run_1/density.png
The die is cut into 11 by 12 equal tiles; white is low, dark blue is high, 0 to 100% covered.
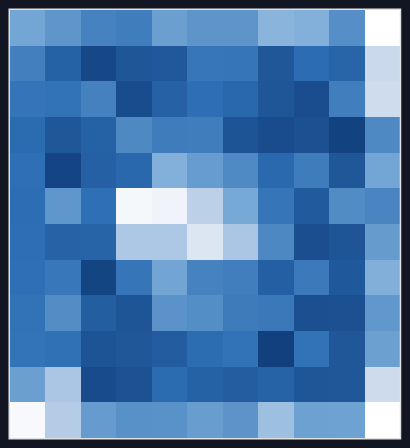
run_1/metal_stack.png
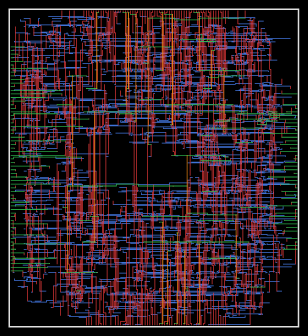
run_1/met2.png
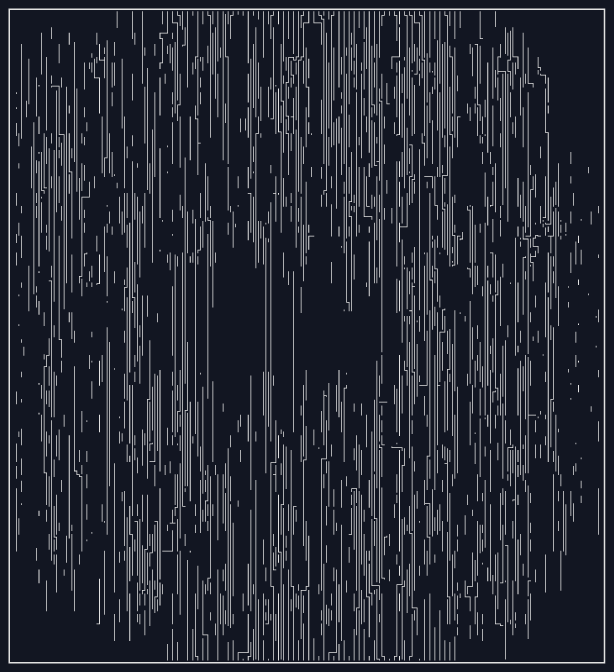
run_1/gate_families.png
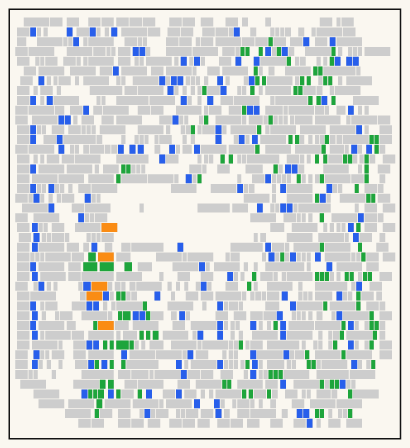
### config.mk
export PLATFORM = sky130hd
export DESIGN_NAME = alu_sequencer
export DESIGN_NICKNAME = d
export VERILOG_FILES = /design/src/rtl/alu_pkg.sv /design/src/rtl/alu_sequencer.sv
export SDC_FILE = /design/constraint.sdc
export NUM_CORES = 1
export LEC_CHECK = 0
export ABC_AREA = 1
export ABC_CLOCK_PERIOD_IN_PS = 3500
export CORE_ASPECT_RATIO = 1.1
export CORE_UTILIZATION = 47
export DETAILED_ROUTE_END_ITERATION = 8
export GPL_ROUTABILITY_DRIVEN = 0
export GPL_TIMING_DRIVEN = 0
export PLACE_DENSITY = 0.85
export SETUP_SLACK_MARGIN = 0.4
export SLEW_MARGIN = 20
export SYNTH_ARGS = -nofsm -noshare
export SYNTH_HDL_FRONTEND = slang
export SYNTH_SLANG_ARGS = --single-unit
### constraint.sdc
create_clock -name clk -period 3.5 [get_ports clk]
set_input_delay 0.7 -clock clk [delete_from_list [all_inputs] [get_ports clk]]
set_output_delay 0.7 -clock clk [all_outputs]
set_load 0.03 [all_outputs]
### src/rtl/alu_pkg.sv
// Shared constants for the execute-stage ALU and its issue/capture sequencer.
// Op codes follow the ALU's control encoding; bit 3 selects the immediate shift amount.
package alu_pkg;

    localparam int DATA_W = 32;

    localparam logic [3:0] OP_ADD = 4'b0000;
    localparam logic [3:0] OP_NEG = 4'b0001;
    localparam logic [3:0] OP_AND = 4'b0010;
    localparam logic [3:0] OP_XOR = 4'b0011;
    localparam logic [3:0] OP_SLL = 4'b0100;
    localparam logic [3:0] OP_SRL = 4'b0101;
    localparam logic [3:0] OP_SRA = 4'b0110;
    localparam logic [3:0] OP_SUB = 4'b0111;

    localparam int OP_IMM_BIT = 3;

    typedef enum logic [1:0] {
        ST_IDLE = 2'b00,
        ST_EXEC = 2'b01,
        ST_SUB2 = 2'b10,
        ST_DONE = 2'b11
    } state_t;

    // SUB has no single ALU pass, so both the register and immediate variants decode to it
    function automatic logic is_sub_op(input logic [3:0] op);
        return op[OP_IMM_BIT-1:0] == OP_SUB[OP_IMM_BIT-1:0];
    endfunction

endpackage

### src/rtl/alu_sequencer.sv
// Issue/capture stage in front of the combinational ALU: registers operands and control,
// sequences SUB as NEG-then-ADD, and holds the result with derived flags until consumed.
module alu_sequencer #(
    parameter int DATA_W = alu_pkg::DATA_W
) (
    input  logic              clk,
    input  logic              rst,

    input  logic              in_valid,
    output logic              in_ready,
    input  logic [3:0]        in_op,
    input  logic [DATA_W-1:0] in_a,
    input  logic [DATA_W-1:0] in_b,
    input  logic [4:0]        in_shamt,

    output logic [DATA_W-1:0] alu_inp1,
    output logic [DATA_W-1:0] alu_inp2,
    output logic [4:0]        alu_shamt,
    output logic [3:0]        alu_ctrl,
    input  logic [DATA_W-1:0] alu_out,
    input  logic              alu_carry,

    output logic              out_valid,
    input  logic              out_ready,
    output logic [DATA_W-1:0] out_result,
    output logic              out_carry,
    output logic              out_neg,
    output logic              out_zero,
    output logic [2:0]        flags
);
    import alu_pkg::*;

    state_t state_q;
    state_t state_d;

    logic [DATA_W-1:0] a_q;
    logic [DATA_W-1:0] b_q;
    logic [DATA_W-1:0] neg_b_q;
    logic [3:0]        op_q;
    logic [4:0]        shamt_q;
    logic [3:0]        ctrl_q;

    logic [DATA_W-1:0] result_q;
    logic              carry_q;
    logic              neg_q;
    logic              zero_q;
    logic [2:0]        flags_q;

    logic accept;
    logic capture;
    logic handshake;
    logic op_is_sub;

    assign in_ready  = (state_q == ST_IDLE) || ((state_q == ST_DONE) && out_ready);
    assign accept    = in_valid && in_ready;
    assign out_valid = (state_q == ST_DONE);
    assign handshake = out_valid && out_ready;
    assign op_is_sub = is_sub_op(op_q);
    assign capture   = ((state_q == ST_EXEC) && !op_is_sub) || (state_q == ST_SUB2);

    always_ff @(posedge clk) begin
        if (rst) begin
            state_q <= ST_IDLE;
        end else begin
            state_q <= state_d;
        end
    end

    always_comb begin
        state_d = state_q;
        unique case (state_q)
            ST_IDLE: if (accept) state_d = ST_EXEC;
            ST_EXEC: state_d = op_is_sub ? ST_SUB2 : ST_DONE;
            ST_SUB2: state_d = ST_DONE;
            ST_DONE: begin
                if (out_ready) begin
                    state_d = in_valid ? ST_EXEC : ST_IDLE;
                end
            end
            default: state_d = ST_IDLE;
        endcase
    end

    // Operand/control registers; in_* is only looked at on the accept edge
    always_ff @(posedge clk) begin
        if (rst) begin
            a_q     <= '0;
            b_q     <= '0;
            neg_b_q <= '0;
            op_q    <= '0;
            shamt_q <= '0;
            ctrl_q  <= '0;
        end else if (accept) begin
            a_q     <= in_a;
            b_q     <= in_b;
            op_q    <= in_op;
            shamt_q <= in_shamt;
            ctrl_q  <= is_sub_op(in_op) ? OP_NEG : in_op;
        end else if ((state_q == ST_EXEC) && op_is_sub) begin
            neg_b_q <= alu_out;
            ctrl_q  <= OP_ADD;
        end
    end

    // Second SUB pass feeds the negated B back in place of B
    assign alu_inp1  = a_q;
    assign alu_inp2  = (state_q == ST_SUB2) ? neg_b_q : b_q;
    assign alu_shamt = shamt_q;
    assign alu_ctrl  = ctrl_q;

    // Result register loads only on the final pass and holds through backpressure
    always_ff @(posedge clk) begin
        if (rst) begin
            result_q <= '0;
            carry_q  <= 1'b0;
            neg_q    <= 1'b0;
            zero_q   <= 1'b0;
            flags_q  <= 3'b000;
        end else begin
            if (capture) begin
                result_q <= alu_out;
                carry_q  <= ((state_q == ST_SUB2) || (op_q == OP_ADD)) ? alu_carry : 1'b0;
                neg_q    <= alu_out[DATA_W-1];
                zero_q   <= (alu_out == '0);
            end
            if (handshake) begin
                flags_q <= {carry_q, neg_q, zero_q};
            end
        end
    end

    assign out_result = result_q;
    assign out_carry  = carry_q;
    assign out_neg    = neg_q;
    assign out_zero   = zero_q;
    assign flags      = flags_q;

endmodule

==> results.cfg, run 1 <==
; yosys + openroad results
[place]
portBuffers = 221

[cells_and_area]
final_layout_size_suffix_gt1_share_pct = 9.58
fillers = 969

[logic_synthesis]
synthArstFlopShare_pct = 0
top_area_cell = dfxtp_1
synth_cell_types = 23
synth.area.top_cells = dfxtp_1 51%, nor2_1 19%, nand2_1 8.0%, o21ai_1 6.0%, o21ai_0 5.8%
synth.most_common_cell = nor2_1
synth_warnings = 0
syn_area_mm2 = 0.00585
synth-cells-yosys = 803
flop_cell = dfxtp_1
synth.cellmix.xorXnorShare_pct = 0
mux_area_share_pct = 0

[sta]
drv_slew = 0
tightest_slew_ps = 483
finalCriticalPeriod_ps = 3020
min_period_over_period_pct = 86.4

[cts]
cts_max_path_buffers = 2
path_clk_slew_ps = 50
clock_latency_ps = 420
cts_tree = built
clock-sinks = 148

[worst_hold_path]
worstHoldStart = alu_ctrl[3]

[setup_path]
cp-endpoint = alu_inp2[30]
cp.depth = 8
crit_required_ps = 2800
critPathMaxFanout = 10
timing.reg2reg.setup_slack_ps = 1490
path_cells = inv_1 -> ha_1 -> buf_2 -> inv_2 -> buf_2 -> nand2_1 -> nand2_1 -> clkdlybuf4s15_1
startpoint = state_q[0]
crit_type = reg2out

[status]
outcome = finished clean

[die]
core_area_mm2 = 0.0121
ioPinCount = 223

[detailed_routing]
highest_layer = met4
drt_iter0_drc = 349
post_drt_wl_per_cell_um = 14.5
drc = 0
wl_met3_um = 1230
ant_nets = 0

[global_routing]
grt_use_met2_pct = 46.3
About density.png:
mean over tiles: 66%
emptiest ninth of the die: centre
tiles over 75% full: 39%
fullest tile: 94%

About metal_stack.png:
legend:
  blue:
    layer: met1
    wire_length: 7240 µm
  red:
    layer: met2
    wire_length: 8420 µm
  green:
    layer: met3
    wire_length: 1230 µm
  orange:
    layer: met4
    wire_length: 628 µm
vias: 5970
WL final: 17500 µm
GRT Total Usage: 28.1%

About met2.png:
longest straight run: 46.2 µm
nets with wire on the layer: 909
main direction: vertical

About gate_families.png:
legend:
  orange:
    family: adder and majority cells
    cells: 5
  blue:
    family: inverting AOI/OAI gates
    cells: 150
    where: all over the die
  green:
    family: NAND gates
    cells: 136
    where: all over the die

run 1: power breakdown:
part           internal, µW  total (µW)  switching [µW]
clock network          1080        1730             650
registers              2150        2400             253
logic                  1310        3560            2250
total                  4540        7700            3150
run 1: through the flow:
step,util (%),cell area [µm²],worst slack (ps),cells,hold slack (ps)
6_report,72.0,8700,476,1208,460
5_1_grt,72.0,8700,386,1208,488
4_1_cts,72.7,8780,148,1208,461
3_5_place_dp,68.3,8250,462,1178,453
3_3_place_gp,68.3,8250,483,1178,452
2_1_floorplan,-,5850,1410,803,442
run 1: area by class of cell:
type	instances	area (µm²)	area share, %
tap	154	193	2.21
clock inverter	4	45.0	0.518
timing repair buffer	221	2090	24.1
buffer	52	334	3.84
clock buffer	26	519	5.97
inverter	11	43.8	0.503
multi-input combinational	592	2510	28.8
sequential	148	2960	34.1
==> run 1 -> run 2 <==
--- a/config.mk
+++ b/config.mk
@@ -11,10 +11,8 @@
 export CORE_UTILIZATION = 47
 export DETAILED_ROUTE_END_ITERATION = 8
 export GPL_ROUTABILITY_DRIVEN = 0
-export GPL_TIMING_DRIVEN = 0
 export PLACE_DENSITY = 0.85
 export SETUP_SLACK_MARGIN = 0.4
-export SLEW_MARGIN = 20
 export SYNTH_ARGS = -nofsm -noshare
 export SYNTH_HDL_FRONTEND = slang
 export SYNTH_SLANG_ARGS = --single-unit
run_2/final_congestion.png
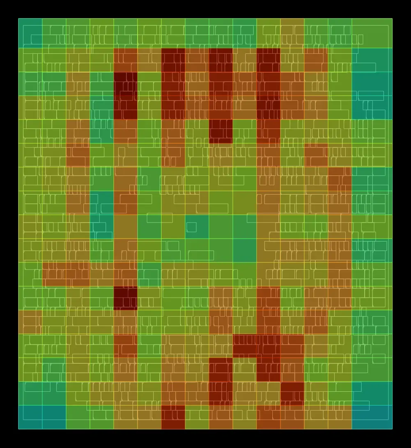
routing usage on met1: 32.1%
utilization after layout: 70.9%
DR WL/cell: 14.0 µm
met3 Track Usage GR: 7.01%
GRT Total Usage: 26.1%

run_2/gate_families.png
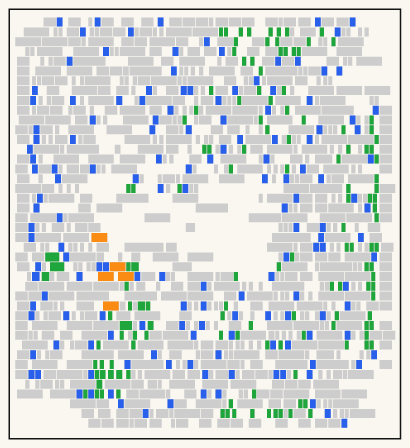
legend:
  orange:
    family: adder and majority cells
    cells: 5
  green:
    family: NAND gates
    cells: 136
    where: all over the die
  blue:
    family: inverting AOI/OAI gates
    cells: 150
    where: all over the die

==> run 2 against run 1 <==
Net effect: sequential power about the same; die size unchanged; sequential cell count unchanged; critical path type unchanged; wire length decreased by 6.9%; power decreased by 1.5%; critical endpoint is now alu_inp2[7]; largest cell class unchanged; hold slack got worse by 1.1 ps; clock-buffer cell count decreased by 1.
==> results.cfg, run 2 <==
; yosys + openroad results
[status]
outcome = finished clean

[logic_synthesis]
synth.area.top_cells = dfxtp_1 51%, nor2_1 19%, nand2_1 8.0%, o21ai_1 6.0%, o21ai_0 5.8%
synthArstFlopShare_pct = 0
synth_cell_types = 23
synth_warnings = 0

[power_and_ir_drop]
clkPwrFrac_pct = 22.9
seqPwrFrac_pct = 31.6
p_int_uw = 4520
p_switching_uw = 3060

[die]
ioPinCount = 223
core_area_mm2 = 0.0121

[cells_and_area]
comb_area_mm2 = 0.00251
final_layout_size_suffix_gt1_share_pct = 4.46
sh_comb_area_pct = 29.3
final_cells = 1163
dominant_cells = sequential cells

[detailed_routing]
drc = 0
drt-total-wl_um = 16300
wl_met3_um = 998

[setup_path]
crit_type = reg2out
timing.reg2reg.setup_slack_ps = 1140
cp-endpoint = alu_inp2[7]

[place]
dpl_cell_area_mm2 = 0.00799

[cts]
clock_latency_ps = 410

[sta]
min_period_over_period_pct = 85.2
==> run 2: netlist changes by cell type in the layout (fill, tap and decap cells not counted), moves of 2 or more <==
cell,delta
buf_4,-5
inv_2,-2
clkbuf_2,-28
clkbuf_1,-13
buf_2,-12
clkdlybuf4s50_1,+29
clkbuf_8,-3
buf_6,-11
clkdlybuf4s15_1,-4
==> run 2: worst min path at each step <==
stage	startpoint	end	slack, ps	cells after the start
2_1_floorplan	op_q[3]	op_q[3]	440	2
3_3_place_gp	alu_ctrl[2]	alu_ctrl[2]	450	2
4_1_cts	alu_ctrl[3]	alu_ctrl[3]	460	2
5_1_grt	alu_ctrl[2]	alu_ctrl[2]	480	2
6_report	alu_ctrl[2]	alu_ctrl[2]	460	2
3_5_place_dp	alu_ctrl[3]	alu_ctrl[3]	460	2
==> run 2 -> run 3 <==
--- a/config.mk
+++ b/config.mk
@@ -11,7 +11,7 @@
 export CORE_UTILIZATION = 47
 export DETAILED_ROUTE_END_ITERATION = 8
 export GPL_ROUTABILITY_DRIVEN = 0
-export PLACE_DENSITY = 0.85
+export PLACE_DENSITY = 0.95
 export SETUP_SLACK_MARGIN = 0.4
 export SYNTH_ARGS = -nofsm -noshare
 export SYNTH_HDL_FRONTEND = slang
run_3/gate_families.png
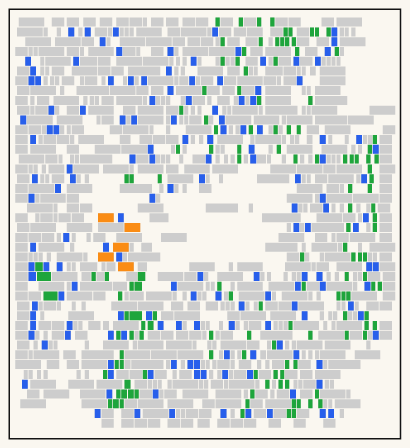
legend:
  blue:
    family: inverting AOI/OAI gates
    cells: 150
    where: all over the die
  orange:
    family: adder and majority cells
    cells: 5
  green:
    family: NAND gates
    cells: 136
    where: all over the die
Post-Layout Cell Count: 1165
most numerous logic cell after layout: nor2_1
Comb area share: 29.2%

run_3/density.png
The die is cut into 11 by 12 equal tiles; white is low, dark blue is high, 0 to 100% covered.
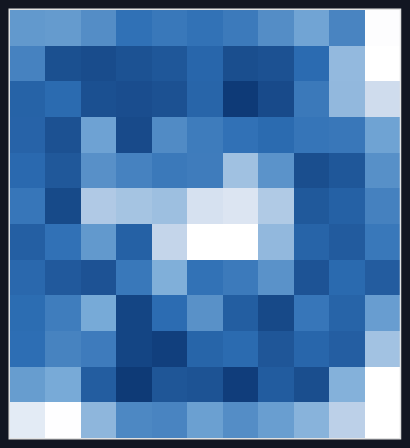
tiles over 75% full: 43%
mean over tiles: 65%
fullest tile: 96%
emptiest ninth of the die: centre
nearly empty tiles: 5.3%
core area: 0.0121 mm²
Init Core Util: 48.4%
utilization after layout: 71.0%

==> run 3 against run 2 <==
Net effect: worst setup slack lost 36 ps; die size is the same; combinational power is essentially flat; sequential cell count is the same; critical path type unchanged.
==> results.cfg, run 3 <==
; yosys + openroad results
[cells_and_area]
dominant_cells = sequential cells
bufAreaShareNonClock_pct = 26.9
clk_share_pct = 6.49
n_all_inverters = 11
comb_area_mm2 = 0.00251

[status]
outcome = finished clean

[power_and_ir_drop]
powerClk_uw = 1700
seqPwrFrac_pct = 31.7
p_int_uw = 4470
comb_power_uw = 3480
p_switching_uw = 3110

[place]
dp.cells = 1133
dpl_cell_area_mm2 = 0.00800

[worst_hold_path]
worstHoldStart = alu_ctrl[0]
hold_end = alu_ctrl[0]
min_path_cells = 2

[sta]
worst_slack_ps = 483
whs_ps = 463

[setup_path]
crit_type = reg2out
cp-endpoint = alu_inp2[8]

[detailed_routing]
drt-total-wl_um = 16900
post_drt_wl_per_cell_um = 14.5

[logic_synthesis]
top_area_cell = dfxtp_1
synth_cell_types = 23
syn_area_mm2 = 0.00585

[cts]
path_clk_slew_ps = 60
clock-sinks = 148
-- run 3: cell counts after synthesis --
Identical to the previous run, type by type.
-- run 3: critical path: stages (launching register included) --
cell             delay (ps)
dfxtp_1                 320
inv_1                   140
ha_1                    300
buf_8                   250
nand2_1                 110
nand2_1                  80
clkdlybuf4s50_1         680
-- run 3: cells by family after synthesis --
| family | Yosys count | synth area share [%] |
|---|---|---|
| buffers and inverters | 63 | 6.40 |
| adders and majority gates | 5 | 1.07 |
| AOI/OAI and AO/OA | 150 | 12.9 |
| DFF | 148 | 50.7 |
| and+or+nand+nor | 437 | 29.0 |
-- run 3: routing by layer --
metal  track usage [%]  wire, µm
met5                 0         0
met4              15.3       703
met3              7.06      1090
met2              44.5      8350
met1              30.3      6760
Power and IR drop assume default switching activity.
